## src/rtl/reg_wr_cmd_decoder_if.sv

```systemverilog
// Byte-stream input and register-write output bundle of the write-command decoder.
interface reg_wr_cmd_decoder_if #(
  parameter int CNT_W = 16
);
  logic [7:0]       rx_data;
  logic             rx_valid;
  logic [15:0]      data_out;
  logic [15:0]      sel;
  logic [3:0]       sel_dir;
  logic             frame_err;
  logic [1:0]       err_code;
  logic [CNT_W-1:0] wr_count;

  modport master (
    output rx_data, rx_valid,
    input  data_out, sel, sel_dir, frame_err, err_code, wr_count
  );

  modport slave (
    input  rx_data, rx_valid,
    output data_out, sel, sel_dir, frame_err, err_code, wr_count
  );
endinterface

```

## src/rtl/reg_wr_cmd_decoder.sv

```systemverilog
// Assembles HEADER/ADDR/DATA[/CSUM] frames from a byte stream and issues one-hot register writes.
// Define REG_WR_CKSUM_EN for 4-byte frames with an XOR checksum; default is 3-byte frames.
module reg_wr_cmd_decoder #(
  parameter logic [7:0] HEADER         = 8'hA5,
  parameter int         TIMEOUT_CYCLES = 50000,
  parameter int         CNT_W          = 16
) (
  input  logic                 clk,
  input  logic                 rst,
  reg_wr_cmd_decoder_if.slave  bus
);

  localparam int               TMR_W    = $clog2(TIMEOUT_CYCLES);
  localparam logic [TMR_W-1:0] TMR_LAST = TMR_W'(TIMEOUT_CYCLES - 1);

  localparam logic [1:0] ERR_CKSUM   = 2'd1;
  localparam logic [1:0] ERR_RANGE   = 2'd2;
  localparam logic [1:0] ERR_TIMEOUT = 2'd3;

  typedef enum logic [1:0] {
    S_IDLE = 2'd0,
    S_ADDR = 2'd1,
    S_DATA = 2'd2,
    S_CSUM = 2'd3
  } state_t;

  state_t           state_q, state_d;
  logic [TMR_W-1:0] timer_q;
  logic             timeout;
  logic             commit_d, drop_d;
  logic [1:0]       err_d;
  logic [6:0]       wr_addr;
  logic [7:0]       wr_data;

  // Captured frame fields: {CLR, bank[1:0], index[3:0]}; ADDR[6] is not kept.
  logic [6:0]       addr_p0;
`ifdef REG_WR_CKSUM_EN
  logic [7:0]       data_p0;
  logic [7:0]       cks_p0;
`endif

  logic [15:0]      data_out_q;
  logic [15:0]      sel_q;
  logic [3:0]       sel_dir_q;
  logic             frame_err_q;
  logic [1:0]       err_code_q;
  logic [CNT_W-1:0] wr_count_q;

  function automatic logic range_ok(input logic [6:0] a);
    return (a[5:4] == 2'd0) || ((a[5:4] == 2'd1) && (a[3:2] == 2'd0));
  endfunction

  function automatic logic [15:0] sel_decode(input logic [6:0] a);
    if (a[5:4] == 2'd0) return 16'h0001 << a[3:0];
    return 16'h0000;
  endfunction

  function automatic logic [3:0] dir_decode(input logic [6:0] a);
    if ((a[5:4] == 2'd1) && (a[3:2] == 2'd0)) return 4'h1 << a[1:0];
    return 4'h0;
  endfunction

  always_comb begin
    state_d  = state_q;
    commit_d = 1'b0;
    drop_d   = 1'b0;
    err_d    = 2'd0;
    timeout  = (timer_q == TMR_LAST);
    wr_addr  = addr_p0;
`ifdef REG_WR_CKSUM_EN
    wr_data  = data_p0;
`else
    wr_data  = bus.rx_data;
`endif
    case (state_q)
      S_IDLE: begin
        if (bus.rx_valid && (bus.rx_data == HEADER)) state_d = S_ADDR;
      end
      S_ADDR: begin
        if (bus.rx_valid) begin
          state_d = S_DATA;
        end else if (timeout) begin
          state_d = S_IDLE;
          drop_d  = 1'b1;
          err_d   = ERR_TIMEOUT;
        end
      end
      S_DATA: begin
        if (bus.rx_valid) begin
`ifdef REG_WR_CKSUM_EN
          state_d = S_CSUM;
`else
          state_d = S_IDLE;
          if (range_ok(addr_p0)) begin
            commit_d = 1'b1;
          end else begin
            drop_d = 1'b1;
            err_d  = ERR_RANGE;
          end
`endif
        end else if (timeout) begin
          state_d = S_IDLE;
          drop_d  = 1'b1;
          err_d   = ERR_TIMEOUT;
        end
      end
`ifdef REG_WR_CKSUM_EN
      S_CSUM: begin
        if (bus.rx_valid) begin
          state_d = S_IDLE;
          if (bus.rx_data != cks_p0) begin
            drop_d = 1'b1;
            err_d  = ERR_CKSUM;
          end else if (range_ok(addr_p0)) begin
            commit_d = 1'b1;
          end else begin
            drop_d = 1'b1;
            err_d  = ERR_RANGE;
          end
        end else if (timeout) begin
          state_d = S_IDLE;
          drop_d  = 1'b1;
          err_d   = ERR_TIMEOUT;
        end
      end
`endif
      default: state_d = S_IDLE;
    endcase
  end

  // Control and registered outputs: strobes and error pulses land one cycle after the last byte.
  always_ff @(posedge clk) begin
    if (rst) begin
      state_q     <= S_IDLE;
      timer_q     <= '0;
      data_out_q  <= 16'h0000;
      sel_q       <= 16'h0000;
      sel_dir_q   <= 4'h0;
      frame_err_q <= 1'b0;
      err_code_q  <= 2'd0;
      wr_count_q  <= '0;
    end else begin
      state_q <= state_d;
      if ((state_q == S_IDLE) || (state_d == S_IDLE) || bus.rx_valid) timer_q <= '0;
      else                                                            timer_q <= timer_q + 1'b1;
      sel_q       <= commit_d ? sel_decode(wr_addr) : 16'h0000;
      sel_dir_q   <= commit_d ? dir_decode(wr_addr) : 4'h0;
      frame_err_q <= drop_d;
      err_code_q  <= drop_d ? err_d : 2'd0;
      if (commit_d) begin
        data_out_q <= {wr_addr[6], 7'b0, wr_data};
        wr_count_q <= wr_count_q + 1'b1;
      end
    end
  end

  // Frame field capture; only read while the FSM is past the state that loaded it.
  always_ff @(posedge clk) begin
    if (bus.rx_valid && (state_q == S_ADDR)) begin
      addr_p0 <= {bus.rx_data[7], bus.rx_data[5:0]};
`ifdef REG_WR_CKSUM_EN
      cks_p0  <= HEADER ^ bus.rx_data;
`endif
    end
`ifdef REG_WR_CKSUM_EN
    if (bus.rx_valid && (state_q == S_DATA)) begin
      data_p0 <= bus.rx_data;
      cks_p0  <= cks_p0 ^ bus.rx_data;
    end
`endif
  end

  assign bus.data_out  = data_out_q;
  assign bus.sel       = sel_q;
  assign bus.sel_dir   = sel_dir_q;
  assign bus.frame_err = frame_err_q;
  assign bus.err_code  = err_code_q;
  assign bus.wr_count  = wr_count_q;

endmodule

```

## src/flat_wrapper.sv

```systemverilog
// flat-port wrapper written by rule: the top's interface ports become plain ports
module reg_wr_cmd_decoder_flat 
#(
  parameter logic [7:0] HEADER         = 8'hA5,
  parameter int         TIMEOUT_CYCLES = 50000,
  parameter int         CNT_W          = 16
)
  (clk, rst, bus_rx_data, bus_rx_valid, bus_data_out, bus_sel, bus_sel_dir, bus_frame_err, bus_err_code, bus_wr_count);
  reg_wr_cmd_decoder_if #(.CNT_W(CNT_W)) bus_i ();
  input  logic clk;
  input  logic rst;
  input wire logic [$bits(bus_i.rx_data)-1:0] bus_rx_data;
  input wire logic [$bits(bus_i.rx_valid)-1:0] bus_rx_valid;
  output wire logic [$bits(bus_i.data_out)-1:0] bus_data_out;
  output wire logic [$bits(bus_i.sel)-1:0] bus_sel;
  output wire logic [$bits(bus_i.sel_dir)-1:0] bus_sel_dir;
  output wire logic [$bits(bus_i.frame_err)-1:0] bus_frame_err;
  output wire logic [$bits(bus_i.err_code)-1:0] bus_err_code;
  output wire logic [$bits(bus_i.wr_count)-1:0] bus_wr_count;
  assign bus_i.rx_data = bus_rx_data;
  assign bus_i.rx_valid = bus_rx_valid;
  assign bus_data_out = bus_i.data_out;
  assign bus_sel = bus_i.sel;
  assign bus_sel_dir = bus_i.sel_dir;
  assign bus_frame_err = bus_i.frame_err;
  assign bus_err_code = bus_i.err_code;
  assign bus_wr_count = bus_i.wr_count;
  reg_wr_cmd_decoder #(.HEADER(HEADER), .TIMEOUT_CYCLES(TIMEOUT_CYCLES), .CNT_W(CNT_W)) u_core (.clk(clk), .rst(rst), .bus(bus_i));
endmodule
```

## config.mk

```make
export PLATFORM = sky130hd
export DESIGN_NAME = reg_wr_cmd_decoder_flat
export DESIGN_NICKNAME = d
export VERILOG_FILES = /design/src/rtl/reg_wr_cmd_decoder_if.sv /design/src/rtl/reg_wr_cmd_decoder.sv /design/src/flat_wrapper.sv
export SDC_FILE = /design/constraint.sdc
export NUM_CORES = 1
export LEC_CHECK = 0
export CORE_ASPECT_RATIO = 0.75
export CORE_UTILIZATION = 30
export DETAILED_ROUTE_END_ITERATION = 6
export SETUP_SLACK_MARGIN = 0.5
export SLEW_MARGIN = 20
export SYNTH_ARGS = -nofsm -noshare
export SYNTH_HDL_FRONTEND = slang
export SYNTH_SLANG_ARGS = --single-unit
```

## constraint.sdc

```tcl
create_clock -name clk -period 1.95 [get_ports clk]
set_input_delay 0.195 -clock clk [delete_from_list [all_inputs] [get_ports clk]]
set_output_delay 0.195 -clock clk [all_outputs]
set_load 0.01 [all_outputs]
```

==> run notes, run 1 <==
flow finished, numbers: status=complete, no violations, switch share=0.206, I/O Buffers=58, Post-synth EDFFs=7, # Cells Yosys=~310, Post-DRT Antenna Nets=0, CTS root buffer=clkbuf_16, ANT cells=0, post-cts sizing count=66, P_leak=1.83 nW, crit path DAT=~1.9 ns, Final TNS setup=0 ns, hold path cells=2, CP required=2.15 ns, layout cells sized above 1=0.313, worst-path cell chain=inv_4, ha_4, and4b_2, nand3_2, o41ai_1, a21oi_1, Post-CTS Setup Inserts=16, Vias/cell=4.84, RD Place Congestion=0.798, DR top layer=met4, Post-Route WL=roughly 7600 um, largest power group=the clock network, Init Core Util=0.308, Synth flops=~73, ys flop type=dfxtp_1, First-pass DRT Iterations=4, Synth Area per Inst=a little under 10 um^2, Hold Path Sink=u_core.bus.wr_count[9], Synth Seq Share=0.516, RSZ-0062 raised after global routing=true, DRC=0, Core Area=a little under 10000 um^2, OpenROAD warnings=32, fin crit period=1.70 ns, initial antenna violation count=0, metal2 WL=around 3300 um, part of the power in the clock network=0.507, Mapped Cells=around 310, total number of vias=~2600, vias in the first global route=2431, final slew viol count=0, DIE WIDTH=approximately 120 um, maximum number of pins on one net before global-route repair=19, CP max stage cell=o41ai_1, Async SR Flop Fraction=0, Ys Warns=0, CP bufs+invs=1, M1 GR Usage=0.193, GRT Resource Usage Total=0.151, chip area=about 10000 um^2, number of max-cap violations=0, final core occ=0.483, grt peak-use layer=met2, Iteration-0 DRC Markers=roughly 150, Syn Std Cell Area=2970 um^2, Longest Clk Path Bufs=2, CP startpoint=u_core.state_q[0], Met1 Routed Length=between 3000 and 4000 um, Avg WL per Cell=14.2 um, Crit. path cell count=6, CP endpoint=u_core.bus.wr_count[12], Critical Path Sink Type=register, Sink Count=about 73, hold crit path type=register to register, FF-to-FF Start=u_core.state_q[0], met2 usage=0.233, P_int=approximately 2.5 mW, seq pwr=~1.5 mW, switching pwr=around 0.65 mW, worst setup path class=register to register, WL met3=between 500 and 600 um, most numerous logic cell after layout=dfxtp_1, Std-Cell Rows=31, Critical R2R Capture=u_core.bus.wr_count[12], clk pwr=1.61 mW, cts hold-fix bufs=0, first-pass GRT wire length=between 10000 and 15000 um, I/O pin count=between 60 and 70, synthesis area per yosys=slightly below 3000 um^2, setup violators final=0, Clock Skews=0.00584 ns, TritonCTS clock tree=done, fmax=between 500 and 600 MHz
==> run 1: tightest hold or removal path, cell delays in order, from the launching register on <==
cell,delay [ns]
dfxtp_2,0.34
o31ai_2,0.07
a21oi_2,0.05
==> run 1: through the flow <==
stage / cells / setup WS, ns / power, mW / hold slack (ns) / cell area [um^2]
after CTS: 529 / 0.321 / 3.22 / 0.494 / 4490
after floorplan: 312 / 0.350 / 1.57 / 0.294 / 3110
after detailed placement: 494 / 0.0892 / 1.60 / 0.459 / 3810
after global routing: 532 / 0.191 / 3.28 / 0.513 / 4650
after global placement: 494 / 0.119 / 1.60 / 0.454 / 3810
final: 532 / 0.249 / 3.17 / 0.492 / 4650
==> run 1: kinds of logic after synthesis <==
family,synth area share
flip-flops,0.516
multiplexers,0.0338
XOR/XNOR,0.0591
other,0.00126
AND-OR/OR-AND,0.0658
buffers and inverters,0.0473
AND/OR/NAND/NOR,0.251
adder cells (fa/ha/maj),0.0253
==> run 1: final cells by class <==
cell class | count | area (um^2)
clock inverter | 7 | 68.8
multi-input combinational | 214 | 1700
clock buffer | 9 | 225
tap | 132 | 165
inverter | 6 | 25.0
timing repair buffer | 91 | 897
sequential | 73 | 1570
fill | 890 | 4970
==> run 1: synth_stat cells (4+ instances only) <==
cell	instances	share of area
clkbuf_1	7	0.0089
nand4_1	8	0.017
inv_1	6	0.0076
xnor2_1	10	0.030
dfxtp_1	66	0.45
o21ai_0	7	0.012
xor2_1	10	0.030
buf_2	4	0.0068
nand2_1	14	0.018
or3_1	4	0.0084
buf_4	8	0.020
ha_1	6	0.025
nor3_1	23	0.039
nand3b_1	5	0.013
or4_1	4	0.010
and3_1	6	0.013
nor4_1	6	0.013
mux2i_1	10	0.034
nor2_1	40	0.051
a21oi_1	8	0.014
edfxtp_1	7	0.071
nand3_1	12	0.020
o31ai_1	4	0.010
Run 1, clock wiring as the flow saved it:
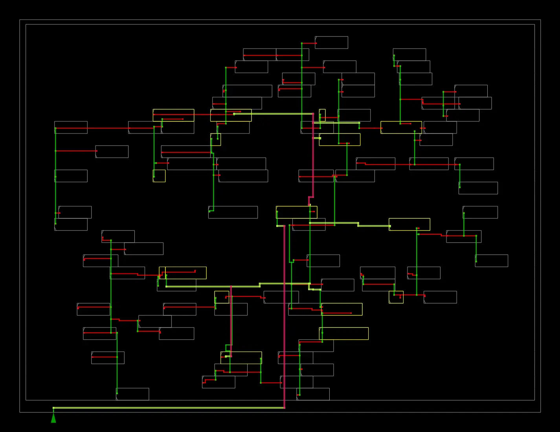
clk_lat worst skew: 0.33 ns
Num CTS Buffers: 9

Run 1, gate families picked out:
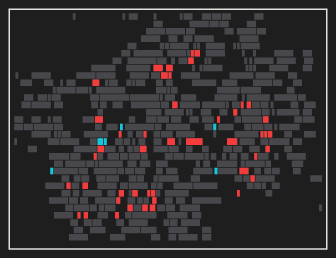
Key: NAND gates = red [cells 45]; inverters = cyan [cells 6]

Run 1, where the registers sit:
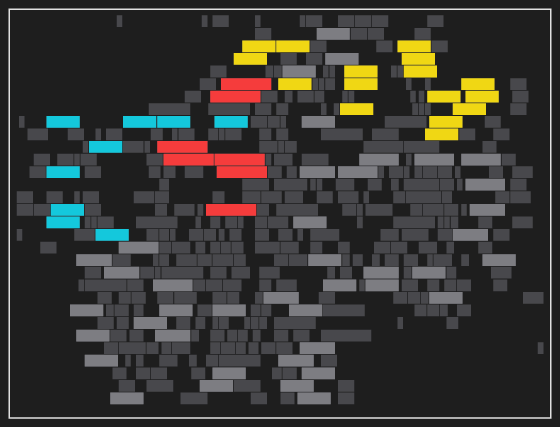
Key: u_core.addr_p0 = red [sequential cells 7]; u_core.bus.sel = yellow [sequential cells 16]; u_core.bus.data_out = cyan [sequential cells 9]

Run 1, the metal 1 layer:
Supply wires on this layer in gray.
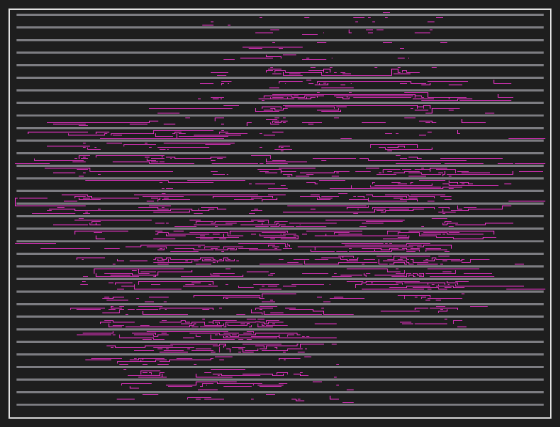

--- run 2 (diff from run 1) ---
--- a/config.mk
+++ b/config.mk
@@ -5,8 +5,10 @@
 export SDC_FILE = /design/constraint.sdc
 export NUM_CORES = 1
 export LEC_CHECK = 0
+export CAP_MARGIN = 20
 export CORE_ASPECT_RATIO = 0.75
 export CORE_UTILIZATION = 30
+export CTS_BUF_LIST = sky130_fd_sc_hd__clkbuf_4 sky130_fd_sc_hd__clkbuf_8
 export DETAILED_ROUTE_END_ITERATION = 6
 export SETUP_SLACK_MARGIN = 0.5
 export SLEW_MARGIN = 20
Run 2, the metal 1 layer:
Supply wires on this layer in gray.
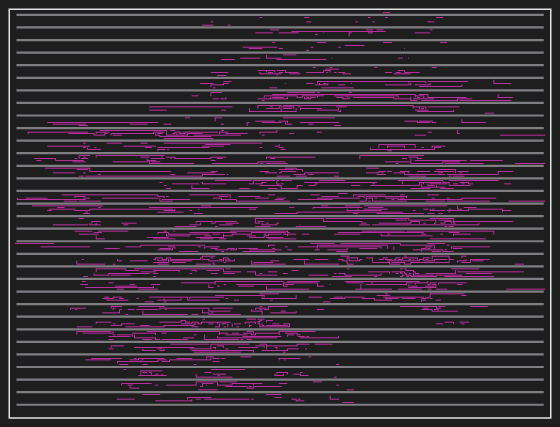
The layer carries 3620 um of wire. The longest straight run is 30.8 um. 374 nets have wire on it. The layer holds 48% of the routed length. The wires run mostly horizontal.

==> run 2 against run 1 <==
Critical path depth down 2. Die size unchanged. Synthesized cell count unchanged. Flip-flop count unchanged. Sequential share of layout area up 0.21 points. Hold slack worse by 0.0015 ns. Sequential power about the same. Combinational power up 3%. Core utilization down 0.34 points. First-iteration DRC count down 3.3%.
==> run notes, run 2 <==
flow finished, numbers: Largest cells by area=dfxtp_1, edfxtp_1, nor2_1, nor3_1, mux2i_1, Finished Cell Area=roughly 4600 um^2, crit path DAT=around 2.0 ns, Init Core Util=0.308, most numerous logic cell after layout=dfxtp_1, cell with the most instances after synthesis=dfxtp_1, ANT cells=0, Vias/cell=between 4 and 5, Mapped Cells=306, Adders+Majority by Area=0.0253, chip area=10300 um^2, Async SR Flop Fraction=0, synth cell count leaders=dfxtp_1, nor2_1, nor3_1, nand2_1, nand3_1, DIE WIDTH=117 um, number of max-cap violations=0, Sequential cell area=1570 um^2, P_leak=around 1.8 nW, Critical Path Sink Type=register, Synth Area per Inst=9.69 um^2, I/O Buffers=just under 60, RSZ-0062 raised after global routing=true, RD Place Congestion=~0.8, worst-path cell chain=nand2_1, or3_4, or4_1, a21oi_1, aoi share=0.0658, cts hold-fix bufs=0, maximum number of pins on one net before global-route repair=19, final slew viol count=0, CP max stage cell=or4_1, Longest Clk Path Bufs=2, CP required=about 2.2 ns, hold crit path type=register to register, CP bufs+invs=0, synthesis area per yosys=2970 um^2, fin crit period=1.67 ns, Max-area cell share=0.446, logic area=~1700 um^2, fmax=between 500 and 600 MHz, GR Overflow Total=0, Num CTS Buffers=9, Sink Count=around 73, Post-Synth Simple-Gate Area=0.251, DRC=0, Std-Cell Rows=31, Final TNS setup=0 ns, Core Area=around 9600 um^2, Syn Std Cell Area=approximately 3000 um^2, WHS=between 0.4 and 0.5 ns, clk_lat worst skew=roughly 0.35 ns, OpenROAD warnings=32, initial antenna violation count=0, first-pass GRT wire length=about 12000 um, ys flop type=dfxtp_1, status=complete, no violations, Post-Route WL=approximately 7600 um, MUX area fraction=0.0338, Post-synth EDFFs=7, Ys Warns=0, Synth area leader=dfxtp_1, setup violators final=0, comb area leader=simple AND/OR/NAND/NOR gates, Post-Synth XOR/XNOR Area=0.0591, Clock Skews=0.00987 ns, vias in the first global route=2366, Synth flops=~73, CTS root buffer=clkbuf_8, Filler Cells Inserted=between 800 and 900, First-pass DRT Iterations=4, total number of vias=2539, layout cells sized above 1=0.333, placed cell area=3810 um^2, worst setup path class=register to register, Post-DRT Antenna Nets=0
Run 2, where the registers sit:
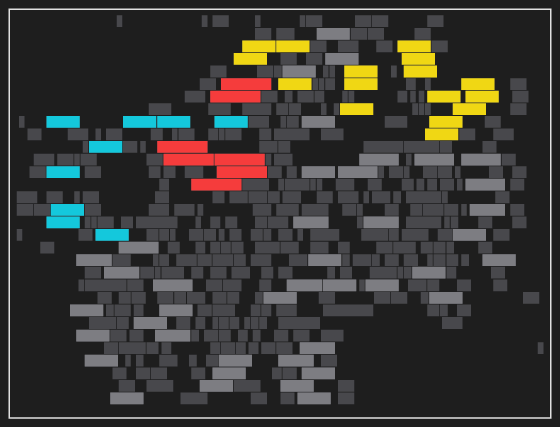
Key: u_core.bus.sel = yellow [sequential cells 16]; u_core.addr_p0 = red [sequential cells 7]; u_core.bus.data_out = cyan [sequential cells 9]
Another 41 sequential cells are not colored.

[run 2: cell counts after synthesis]
Identical to the previous run, type by type.
[run 2: where the power goes]
part	leakage, nW	internal [mW]	switching [mW]
sequential	0.605	1.50	0.000146
combinational	1.14	0.0264	0.0331
clock	0.0952	0.589	0.581
total	1.84	2.12	0.614
[run 2: per-layer routing]
metal / track usage / wire (um) / vias to the layer above
met3: 0.0574 / 504 / 4
met1: 0.196 / 3620 / 1186
met5: 0 / 0 / -
met2: 0.224 / 3410 / 83
met4: 0.0483 / 47 / 0
li1: - / - / 1266
[run 2: worst paths after layout]
check | startpoint | cells after the start | end
worst max-delay path | u_core.bus.wr_count[9] | 4 | u_core.bus.wr_count[11]
worst min-delay path | u_core.bus.data_out[15] | 2 | u_core.bus.data_out[15]
worst min register to register | u_core.bus.data_out[15] | 2 | u_core.bus.data_out[15]
worst max register to register | u_core.bus.wr_count[9] | 4 | u_core.bus.wr_count[11]
[run 2: layout make-up]
class                   instances  share of cell area
repair buffers                 97               0.200
inverters                       6             0.00542
multi-input cells             214               0.377
well taps                     132              0.0358
clock buffers                   9              0.0268
clock inverters                 7              0.0149
flip-flops and latches         73               0.340
[run 2: stage by stage]
step	total power [mW]	cells	utilization	setup slack, ns
final	2.73	538	0.480	0.281
after detailed placement	1.60	494	0.396	0.0892
after global placement	1.60	494	0.396	0.119
after floorplan	1.57	312	-	0.350
after CTS	2.76	533	0.458	0.294
after global routing	2.83	538	0.480	0.240
[run 2: timing repair]
item,CTS,global route
endpoints found under the setup margin,77,73
pin swaps,33,21
gates resized,78,44
gates cloned,2,1
setup buffers,21,4
[run 2: worst register-to-register path: stages, from the launching register on]
cell	delay, ns
dfxtp_1	0.42
nand2_1	0.15
or3_4	0.43
or4_1	0.48
a21oi_1	0.13
Power and IR drop assume default switching activity.
